==> run_1/m1.png <==
Scale bar: 50 um. Supply wires on this layer in grey.
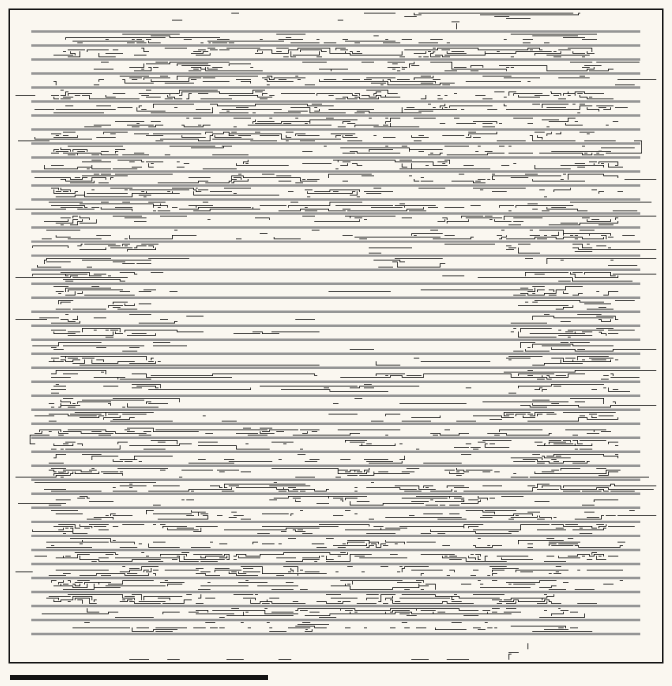
==> run_1/m2.png <==
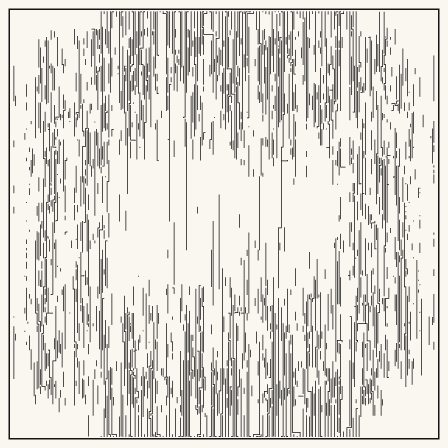
==> run_1/m3.png <==
Scale bar: 50 um. Cells faint in the background.
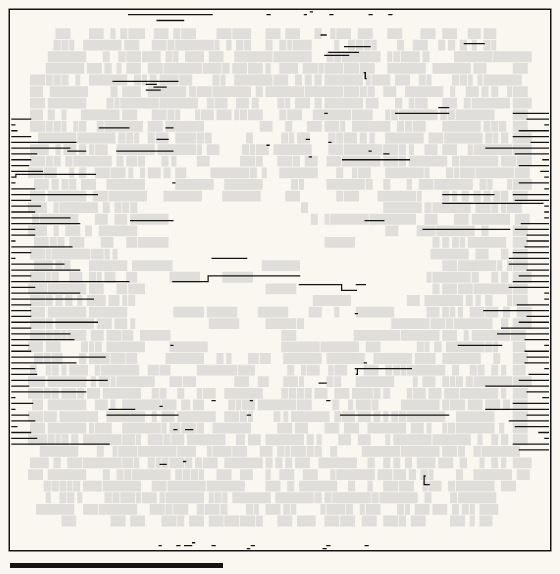
==> run_1/m4.png <==
Supply wires on this layer in grey.
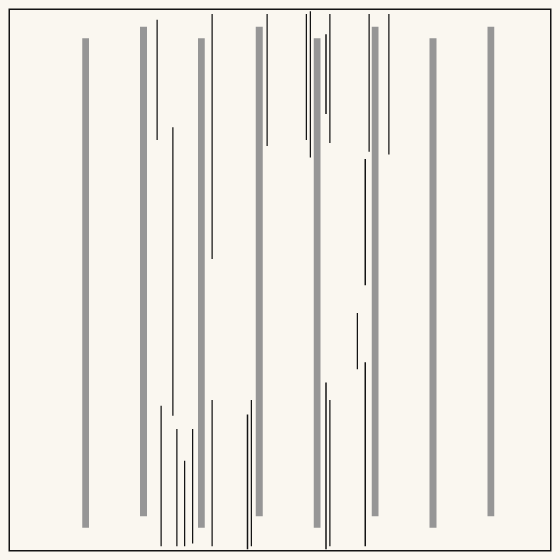
==> src/rtl/pipe_stage_reg.sv <==
// Pipeline stage register carrying instruction, PC, data channels and hazard counters.
// Define PIPE_STAGE_SKID_EN for a two-entry skid buffer with registered in_ready.
module pipe_stage_reg #(
    parameter int          DATA_CH = 2,
    parameter int          RD_W    = 5,
    parameter int          T_W     = 2,
    parameter logic [31:0] PC_RST  = 32'h0000_3000
) (
    input  logic                   clk,
    input  logic                   rst_n,
    input  logic                   flush,
    input  logic                   in_valid,
    output logic                   in_ready,
    input  logic [31:0]            ins_i,
    input  logic [31:0]            pc_i,
    input  logic [32*DATA_CH-1:0]  data_i,
    input  logic [RD_W-1:0]        rd_i,
    input  logic [T_W-1:0]         tuse_i,
    input  logic [T_W-1:0]         tnew_i,
    output logic                   out_valid,
    input  logic                   out_ready,
    output logic [31:0]            ins_o,
    output logic [31:0]            pc_o,
    output logic [32*DATA_CH-1:0]  data_o,
    output logic [RD_W-1:0]        rd_o,
    output logic [T_W-1:0]         tuse_o,
    output logic [T_W-1:0]         tnew_o,
    output logic [1:0]             dbg_state
);

    localparam int EW = 64 + 32*DATA_CH + RD_W + 2*T_W;
    localparam logic [EW-1:0] RST_ENTRY = {32'd0, PC_RST, {(EW-64){1'b0}}};

    typedef enum logic [1:0] {
        ST_EMPTY = 2'd0,
        ST_ONE   = 2'd1,
        ST_FULL  = 2'd2
    } state_t;

    // Handshake: a beat moves when valid and ready are both high at a rising
    // edge; flush overrides any simultaneous beat on the input side.

    function automatic logic [T_W-1:0] sat_dec(input logic [T_W-1:0] v);
        return (v == '0) ? '0 : v - T_W'(1);
    endfunction

    state_t          r_state;
    state_t          w_state_n;
    logic [EW-1:0]   r_main;
    logic [EW-1:0]   w_in_entry;
    logic            w_xfer_in;
    logic            w_xfer_out;
    logic            w_load_main_in;

    assign w_in_entry = {ins_i, pc_i, data_i, rd_i, sat_dec(tuse_i), sat_dec(tnew_i)};
    assign out_valid  = (r_state != ST_EMPTY);
    assign w_xfer_in  = in_valid && in_ready && !flush;
    assign w_xfer_out = out_valid && out_ready;
    assign dbg_state  = r_state;
    assign {ins_o, pc_o, data_o, rd_o, tuse_o, tnew_o} = r_main;

`ifdef PIPE_STAGE_SKID_EN
    logic            r_in_ready;
    logic [EW-1:0]   r_skid;
    logic            w_load_skid;
    logic            w_load_main_skid;

    assign in_ready = r_in_ready;
`else
    // Single entry: room exists if empty or the held entry leaves this cycle.
    assign in_ready = (r_state == ST_EMPTY) || out_ready;
`endif

    always_comb begin
        w_state_n      = r_state;
        w_load_main_in = 1'b0;
`ifdef PIPE_STAGE_SKID_EN
        w_load_skid      = 1'b0;
        w_load_main_skid = 1'b0;
`endif
        if (flush) begin
            w_state_n = ST_EMPTY;
        end else begin
            case (r_state)
                ST_EMPTY: begin
                    if (w_xfer_in) begin
                        w_state_n      = ST_ONE;
                        w_load_main_in = 1'b1;
                    end
                end
                ST_ONE: begin
                    if (w_xfer_in && w_xfer_out) begin
                        w_load_main_in = 1'b1;
                    end else if (w_xfer_out) begin
                        w_state_n = ST_EMPTY;
`ifdef PIPE_STAGE_SKID_EN
                    end else if (w_xfer_in) begin
                        w_state_n   = ST_FULL;
                        w_load_skid = 1'b1;
`endif
                    end
                end
`ifdef PIPE_STAGE_SKID_EN
                ST_FULL: begin
                    if (w_xfer_out) begin
                        w_state_n        = ST_ONE;
                        w_load_main_skid = 1'b1;
                    end
                end
`endif
                default: w_state_n = ST_EMPTY;
            endcase
        end
    end

    always_ff @(posedge clk or negedge rst_n) begin
        if (!rst_n) begin
            r_state <= ST_EMPTY;
        end else begin
            r_state <= w_state_n;
        end
    end

    // An empty stage presents reset values, so clear the main entry on drain.
    always_ff @(posedge clk or negedge rst_n) begin
        if (!rst_n) begin
            r_main <= RST_ENTRY;
        end else if (w_state_n == ST_EMPTY) begin
            r_main <= RST_ENTRY;
        end else if (w_load_main_in) begin
            r_main <= w_in_entry;
`ifdef PIPE_STAGE_SKID_EN
        end else if (w_load_main_skid) begin
            r_main <= r_skid;
`endif
        end
    end

`ifdef PIPE_STAGE_SKID_EN
    always_ff @(posedge clk or negedge rst_n) begin
        if (!rst_n) begin
            r_skid <= RST_ENTRY;
        end else if (flush || w_load_main_skid) begin
            r_skid <= RST_ENTRY;
        end else if (w_load_skid) begin
            r_skid <= w_in_entry;
        end
    end

    // Registered so out_ready never reaches in_ready combinationally.
    always_ff @(posedge clk or negedge rst_n) begin
        if (!rst_n) begin
            r_in_ready <= 1'b1;
        end else begin
            r_in_ready <= (w_state_n != ST_FULL);
        end
    end
`endif

endmodule
==> config.mk <==
export PLATFORM = sky130hd
export DESIGN_NAME = pipe_stage_reg
export DESIGN_NICKNAME = d
export VERILOG_FILES = /design/src/rtl/pipe_stage_reg.sv
export SDC_FILE = /design/constraint.sdc
export NUM_CORES = 1
export LEC_CHECK = 0
export CORE_MARGIN = 4
export CORE_UTILIZATION = 41
export CTS_CLUSTER_DIAMETER = 50
export DETAILED_ROUTE_END_ITERATION = 8
export PLACE_DENSITY = 0.82
export SKIP_LAST_GASP = 1
export SYNTH_ARGS = -nofsm -noshare
export SYNTH_HDL_FRONTEND = slang
export SYNTH_SLANG_ARGS = --single-unit
export TNS_END_PERCENT = 50
==> constraint.sdc <==
create_clock -name clk -period 1.6 [get_ports clk]
set_input_delay 0.4 -clock clk [delete_from_list [all_inputs] [get_ports clk]]
set_output_delay 0.4 -clock clk [all_outputs]
set_load 0.01 [all_outputs]
==> impl_metrics.ini, run 1 <==
; physical design summary
[run_status]
outcome = finished with violations
violations = negative setup slack

[worst_setup_path]
ff2ff_path_depth = 5
max_stage_delay_ps = 550
critPathRequiredTime_ps = 1200
crit_family = buffers and inverters
endpoint = data_o[24]
cp_slowest_cell = clkdlybuf4s50_1
crit_type = flop to output port
ff2ff_setup_slack_ps = 250
r2r_start = dbg_state[0]
path_cells = clkdlybuf4s50_1
cp.arrival_ps = 1310
worst-path-stages = 1
cp.buffers_inverters = 1
crit_path_start = r_main[33]
cp_max_fo = 2

[cells_and_area]
antennaDiodeCount = 0
drive_gt1_frac = 0.07889
layout_top_cell = clkdlybuf4s50_1
nets = 1030
utilization = 0.6836
area_growth_syn_to_layout_pct = 64.03

[placed_design]
hpwl_um = 13110
routabilityCongestion = 0.8075
dpl.cell_count = 1048

[final_timing]
fmax_mhz = 585.7
hold_violations = 0
grt_setup_unrepaired = true
finalSetupViolCount = 34
setup_slack_ps = -107.4
final_max_slew_viol_count = 0
fin_crit_ps = 1707
skew_ps = 6.002

[die]
placementRows = 43
io-pin-count = 283
initCoreUtil = 0.4168
die_width_um = 126.6

[global_route]
grt_pass1_wl_um = 29760
grt_pass1_vias = 5741
grt_start_max_net_pins = 57
overflow = 0
antenna_found_initial = 0

[synthesis]
ys_chip_area_mm2 = 0.005763
synth_seq_share = 0.6040
async_flop_share = 1.000
syn_avg_cell_area_um2 = 9.310
yosysTopAreaCell = dfrtp_1
flop_cell = dfrtp_1
top_area_frac = 0.5949
synth_cells = 619
synthesis.nets = 761
yosys-stat-cells = 619
ys_seq_elements = 139
synth.distinct_cells = 21

[hold_path]
holdPathStages = 3
hp-class = input pin to flop
whs_endpoint = r_main[132]

[clock_network]
cts_made_buffers = 17
cts_tree = yes
clk_pin_slew_ps = 60
ctsLongestPathBuffers = 2
root_buffer = clkbuf_16
ctsHtreeMaxLevel = 4
cts_resized = 85
clk-insertion-delay-late_ps = 400
cts_setup_buffers = 0

[route]
firstDrtPassIters = 4
drc_errors = 0
detail-route-antenna-nets = 0
viasPerCell = 5.162
drtIter0Drc = 323

[flow_run]
maxCapViolCount = 0
warnings = 28

[power_and_ir_drop]
irDropWorstVdd_mv = 0.5789
leakagePower_nw = 4.832
-- m1.png (at the start) --
The layer carries 7,240 um of wire. The wires run mostly horizontal. 866 nets have wire on it.
Total Wirelength: 18,790 um
met1 Use GR: 0.2797

-- m2.png (at the start) --
860 nets have wire on it. The layer carries 9,620 um of wire. The longest straight run is 46.9 um. The wires run mostly vertical. The layer holds 51% of the routed length.

-- m3.png (at the start) --
The wires run mostly horizontal. The layer carries 1,210 um of wire. The longest straight run is 27.4 um. 151 nets have wire on it.

-- m4.png (at the start) --
The wires run mostly vertical. The layer holds 3.8% of the routed length. 20 nets have wire on it. The layer carries 722 um of wire.

-- run 1: metal layers --
layer	vias up	global-route usage	wire length (um)
met5	-	0	0
met4	0	0.1035	722
met3	50	0.05263	1206
met2	219	0.3935	9615
met1	2670	0.2797	7244
li1	2636	-	-
-- run 1: flip-flops by register name (all words and copies together) (netlist names) --
| name | count |
|---|---|
| r_main | 137 |
| dbg_state | 2 |
-- run 1: report_power, final --
part / internal, mW / leakage, nW / total, mW / switching (mW)
Combinational: 0.581 / 2.65 / 1.07 / 0.488
Clock: 2.45 / 0.283 / 3.84 / 1.39
Sequential: 3.61 / 1.90 / 3.66 / 0.0460
-- run 1: per-stage QoR --
stage	TNS, ps	total power, mW	hold WS (ps)	area, um^2	setup WS, ps
3_5_place_dp	-29850	4.832	316.9	8843	-299.1
3_3_place_gp	-27300	4.813	315.0	8843	-311.3
6_report	-2627	8.567	401.6	9453	-107.4
5_1_grt	-4105	8.866	393.2	9453	-139.1
2_1_floorplan	0	4.077	104.4	5763	323.9
4_1_cts	-7654	8.653	380.3	9358	-117.3
-- run 1: worst min-delay path, cell delays in order --
cell     delay [ps]
buf_4           200
nand3_1          90
a21oi_1          60
-- run 1: layout make-up --
type | count | area [um^2]
Multi-Input combinational cell | 420 | 1978
Sequential cell | 139 | 3481
Clock inverter | 6 | 86.33
Tap cell | 180 | 225.2
Clock buffer | 25 | 495.5
Timing Repair Buffer | 310 | 3187
Fill cell | 1104 | 4374
-- run 1: logic make-up (layout without fill, tap and decap cells) --
| logic type | after synthesis | in the layout | share of synthesized area |
|---|---|---|---|
| simple gates | 282 | 282 | 0.2184 |
| flops | 139 | 139 | 0.6040 |
| compound gates | 137 | 137 | 0.1216 |
| buf+inv | 60 | 341 | 0.05536 |
| other cells | 1 | 1 | 0.0006507 |
==> run_1/clock_nets.png <==
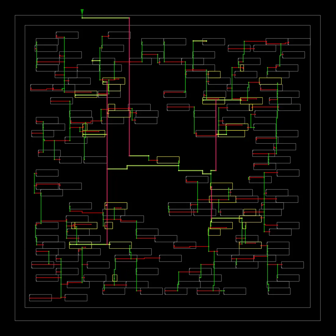

--- run 2 (diff from run 1) ---
CORE_MARGIN = unset   (was 4)
==> run_2/clock_nets.png <==
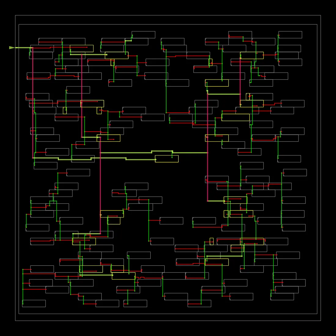
clock skew: 6.996 ps
Clock Power: 3.55 mW
Num CTS Buffers: 17
clock buf count: 25

==> run 2 against run 1 <==
  * The flow still finishes with violations (negative setup slack)
  * Flip-flop count unchanged
  * Setup slack better by 4.3 ps
  * Sequential share of layout area is 0.44 points higher
  * Global-route usage grew 2.3 points
  * Wire length shrank 3.8%
  * Synthesized cell count did not move
  * Utilization is 1.1 points higher
  * Maximum frequency up 0.25%
  * Via count is 0.54% higher
  * Clock skew up 0.99 ps
  * Final area is 1.2% lower
  * Clock-buffer cell count is the same
  * Largest cell class unchanged
  * Largest power group is now sequential cells
==> impl_metrics.ini, run 2 <==
; physical design summary
[worst_setup_path]
ff2ff_setup_slack_ps = 240
max_stage_delay_ps = 550
cp_max_fo = 2
ff2ff_path_depth = 5
path_cells = clkdlybuf4s50_1
critPathRequiredTime_ps = 1200
crit_type = flop to output port
cp.arrival_ps = 1300
cp_slowest_cell = clkdlybuf4s50_1
crit_family = buffers and inverters
r2r_start = dbg_state[0]
cp.buffers_inverters = 1

[run_status]
violations = negative setup slack
outcome = finished with violations

[synthesis]
syn_avg_cell_area_um2 = 9.310
yosysTopAreaCell = dfrtp_1
synthesis.nets = 761
yosys-stat-cells = 619
async_flop_share = 1.000
flop_cell = dfrtp_1
ys_chip_area_mm2 = 0.005763
synth.distinct_cells = 21
synth_cells = 619
top_area_frac = 0.5949
synth_seq_share = 0.6040
ys_seq_elements = 139

[placed_design]
post-place-ws_ps = -340.9
dpl.cell_count = 1040
hpwl_um = 12080
routabilityCongestion = 0.7871
dpl-instance-area_mm2 = 0.008796

[die]
placementRows = 42
die_width_um = 120.6
die_height_um = 120.6
initCoreUtil = 0.4284

[final_timing]
final_max_slew_viol_count = 0
fmax_mhz = 587.2
fin_crit_ps = 1703
final.setup.tns_ps = -2966
hold_violations = 0
finalSetupViolCount = 35
setup_slack_ps = -103.1
hold_slack_ps = 413.7

[clock_network]
ctsHtreeMaxLevel = 4
cts_resized = 83
cts_setup_buffers = 0
ctsLongestPathBuffers = 2
clk_pin_slew_ps = 60
clk-insertion-delay-late_ps = 410
cts_tree = yes
root_buffer = clkbuf_16

[route]
firstDrtPassIters = 7
drc_errors = 0
routed_wl_um = 18080
viasPerCell = 5.243
detail-route-antenna-nets = 0
drtIter0Drc = 409

[global_route]
overflow = 0
grt_start_max_net_pins = 81
grt_use_total = 0.2534
antenna_found_initial = 0
grt_pass1_wl_um = 28370
grt_pass1_vias = 5517

[power_and_ir_drop]
pwr-share-seq = 0.443
swShare = 0.2251
irDropWorstVdd_mv = 0.5543
clock_power_share = 0.430
fin_total_pwr_mw = 8.263
cell_internal_pwr_mw = 6.403
leakagePower_nw = 4.765
p_comb_frac = 0.127

[cells_and_area]
layout_top_cell = clkdlybuf4s50_1
antennaDiodeCount = 0
drive_gt1_frac = 0.07055
utilization = 0.6943
nets = 1026
fin_area_mm2 = 0.009340
largest_register_ffs = 137
top_register = r_main
area_growth_syn_to_layout_pct = 62.07

[flow_run]
maxCapViolCount = 0
warnings = 28

[hold_path]
holdPathStages = 3
whs_endpoint = r_main[85]
==> run 2: layout make-up <==
cell class                      count  area (um^2)
Multi-Input combinational cell    420         1978
Clock buffer                       25        485.5
Sequential cell                   139         3481
Tap cell                          176        220.2
Timing Repair Buffer              306         3136
Fill cell                        1054         4113
Clock inverter                      3        40.04
==> run 2: power groups by stage <==
stage / sequential (mW) / clock, mW / combinational (mW)
2_1_floorplan: 3.77 / 0 / 0.311
3_3_place_gp: 3.72 / 0 / 1.08
3_5_place_dp: 3.72 / 0 / 1.09
4_1_cts: 3.66 / 3.62 / 1.07
5_1_grt: 3.67 / 3.79 / 1.14
6_report: 3.66 / 3.55 / 1.05
==> run 2: metal layers <==
layer / global-route usage / vias to the layer above / share of wire
met3: 0.07217 / 42 / 0.071
met4: 0.1142 / 0 / 0.028
met1: 0.3143 / 2695 / 0.40
met5: 0 / - / 0
li1: - / 2628 / -
met2: 0.4109 / 240 / 0.50
==> run 2: how the worst max path moves through the flow <==
stage                 start          end  slack, ps  cells after the start
2_1_floorplan  dbg_state[0]     in_ready        320                      2
5_1_grt          r_main[37]   data_o[28]       -130                      1
3_3_place_gp      out_ready     in_ready       -310                      3
4_1_cts        dbg_state[0]     in_ready       -150                      3
3_5_place_dp      out_ready  r_main[107]       -340                      6
6_report         r_main[30]   data_o[21]       -100                      1
==> run 2: kinds of logic (layout without fill, tap and decap cells) <==
family | count (synthesis) | in the layout | share of synthesized area
AOI/OAI and AO/OA | 137 | 137 | 0.1216
buffers and inverters | 60 | 334 | 0.05536
DFF | 139 | 139 | 0.6040
other | 1 | 1 | 0.0006507
and+or+nand+nor | 282 | 282 | 0.2184
==> run 2: tightest hold or removal path: cells and delay by family <==
family / cells / cell delay [ps]
buffers and inverters: 1 / 130
AOI/OAI and AO/OA: 1 / 90
and+or+nand+nor: 1 / 180
==> run_2/m2.png <==
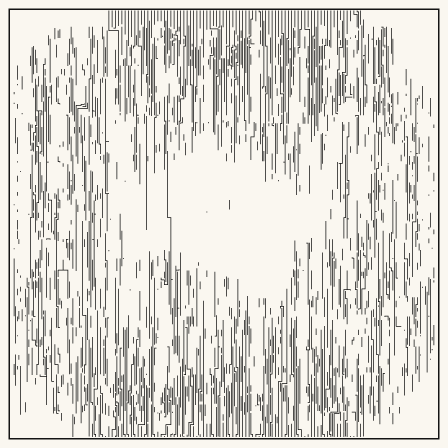

--- run 3 (diff from run 2) ---
CELL_PAD_IN_SITES_DETAIL_PLACEMENT = 0   (was unset)
CELL_PAD_IN_SITES_GLOBAL_PLACEMENT = 2   (was unset)
CORE_UTILIZATION = 23   (was 41)
REMOVE_ABC_BUFFERS = 1   (was unset)
==> run_3/m2.png <==
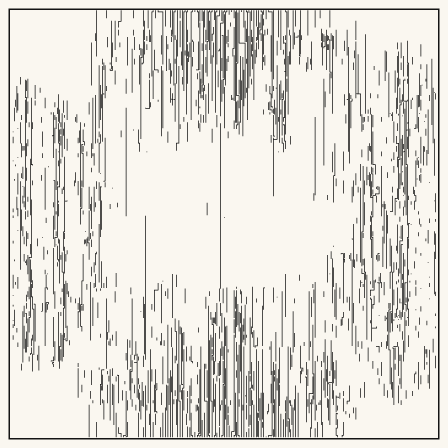
The longest straight run is 61.9 um. The layer carries 9,610 um of wire. The wires run mostly vertical. The layer holds 48% of the routed length.
Total Wirelength: 19,980 um
grt met2 use: 0.2476
routed vias: 5,552

==> run 3 against run 2 <==
  * The run still ends with negative setup slack left
  * First-iteration DRC count is 11% lower
  * Maximum frequency decreased by 0.83%
  * Clock skew up 1.8 ps
  * Critical path depth stayed put
  * Flip-flop count unchanged
  * Total power increased by 5.4%
  * Synthesized cell count unchanged
  * Sequential power about the same
  * Die size rose by 77%
  * Register-to-register slack improved by 50 ps
  * Wire length rose by 11%
  * Largest power group is now clock
  * Highest routed layer unchanged
==> impl_metrics.ini, run 3 <==
; physical design summary
[synthesis]
ys_chip_area_mm2 = 0.005763
syn_avg_cell_area_um2 = 9.310
yosysTopAreaCell = dfrtp_1
top_area_frac = 0.5949
async_flop_share = 1.000
synth_cells = 619
yosys-stat-cells = 619
ys_seq_elements = 139
ys_sh_simple = 0.2184
compound_area_frac = 0.1216
topCombFamilyByArea = simple AND/OR/NAND/NOR gates
mux_area_frac = 0
synth_seq_share = 0.6040

[cells_and_area]
drive_gt1_frac = 0.09727
nets = 1044
layout_top_cell = clkdlybuf4s50_1
top_register = r_main
area_growth_syn_to_layout_pct = 70.52
num-fill-cells = 2459
antennaDiodeCount = 0
largest_register_ffs = 137

[clock_network]
cts_setup_buffers = 0
ctsLongestPathBuffers = 2
clk_pin_slew_ps = 60
cts_made_buffers = 17
root_buffer = clkbuf_16
ctsHtreeMaxLevel = 4
cts_tree = yes

[die]
die_height_um = 160.3
initCoreUtil = 0.2356
io-pin-count = 283
placementRows = 57

[route]
wl_met1_um = 8668
wl_met2_um = 9611
top_layer = met4
detail-route-antenna-nets = 0
routed-wl-met3_um = 1520
viasPerCell = 4.481
drtIter0Drc = 362

[global_route]
grt_use_total = 0.1568
grt_use_met3 = 0.05114
grt_pass1_vias = 5561
antenna_found_initial = 0
use_met1 = 0.2053
grt-busiest-layer = met2
overflow = 0

[worst_setup_path]
crit_type = flop to output port
path_cells = clkdlybuf4s50_1
worst-path-stages = 1
endpoint = ins_o[16]
ff2ff_path_depth = 5
cp.buffers_inverters = 1
cp.arrival_ps = 1320
critPathRequiredTime_ps = 1200
max_stage_delay_ps = 570
cp_slowest_cell = clkdlybuf4s50_1
ff2ff_setup_slack_ps = 290
crit_family = buffers and inverters

[power_and_ir_drop]
irDropWorstVdd_mv = 0.5247
leakagePower_nw = 4.879

[final_timing]
skew_ps = 8.810
fmax_mhz = 582.3
grt_setup_unrepaired = true
hold_violations = 0
fin_crit_ps = 1717
finalSetupViolCount = 38
setup_slack_ps = -117.4
final_max_slew_viol_count = 0
final.setup.tns_ps = -3633

[flow_run]
maxCapViolCount = 0
warnings = 27

[run_status]
violations = negative setup slack
outcome = finished with violations

[placed_design]
post-place-ws_ps = -295.1
routabilityCongestion = 0.7497

[hold_path]
hp-class = input pin to async pin
-- run 3: logic make-up (layout without fill, tap and decap cells) --
logic type,Yosys count,count (layout)
AND/OR/NAND/NOR,282,282
flip-flops,139,139
AND-OR/OR-AND,137,137
buffers and inverters,60,356
other,1,1
-- run 3: layout make-up --
type / instances / area, um^2 / area share
Tap cell: 324 / 405.4 / 0.04125
Clock inverter: 13 / 143.9 / 0.01464
Clock buffer: 19 / 432.9 / 0.04405
Timing Repair Buffer: 324 / 3386 / 0.3445
Sequential cell: 139 / 3481 / 0.3542
Multi-Input combinational cell: 420 / 1978 / 0.2013
-- run 3: power by group --
part	leakage (nW)	internal (mW)	switching [mW]
logic	2.71	0.616	0.505
clock network	0.270	2.31	1.62
registers	1.90	3.61	0.0457
total	4.88	6.53	2.17
-- run 3: metrics by stage --
stage	cell area (um^2)	std cells	total power, mW	hold slack [ps]	utilization
finish	9827	1239	8.708	442.5	0.4017
global placement	9254	1206	4.901	338.7	0.3783
floorplan	5444	559	4.007	104.4	-
global route	9827	1239	9.097	469.3	0.4017
CTS	9733	1239	8.873	448.4	0.3979
detailed placement	9254	1206	4.898	334.9	0.3783
-- run 3: how the worst min path moves through the flow --
stage	from	end	slack [ps]	depth (start not counted)
final	rst_n	r_main[12]	440	2
after global routing	rst_n	r_main[12]	470	2
after CTS	rst_n	r_main[12]	450	2
after detailed placement	rst_n	r_main[12]	330	1
after global placement	rst_n	r_main[61]	340	1
after floorplan	rst_n	dbg_state[0]	100	0
-- run 3: timing repair --
action	4_1_cts	5_1_grt
resized	89	37
setup endpoints to repair	141	73
hold buffers	1	0
endpoints found under the hold margin	21	0
gates cloned	0	0
pin swaps	0	1
Power figures rest on the tool's default switching activity, not on a simulated workload.
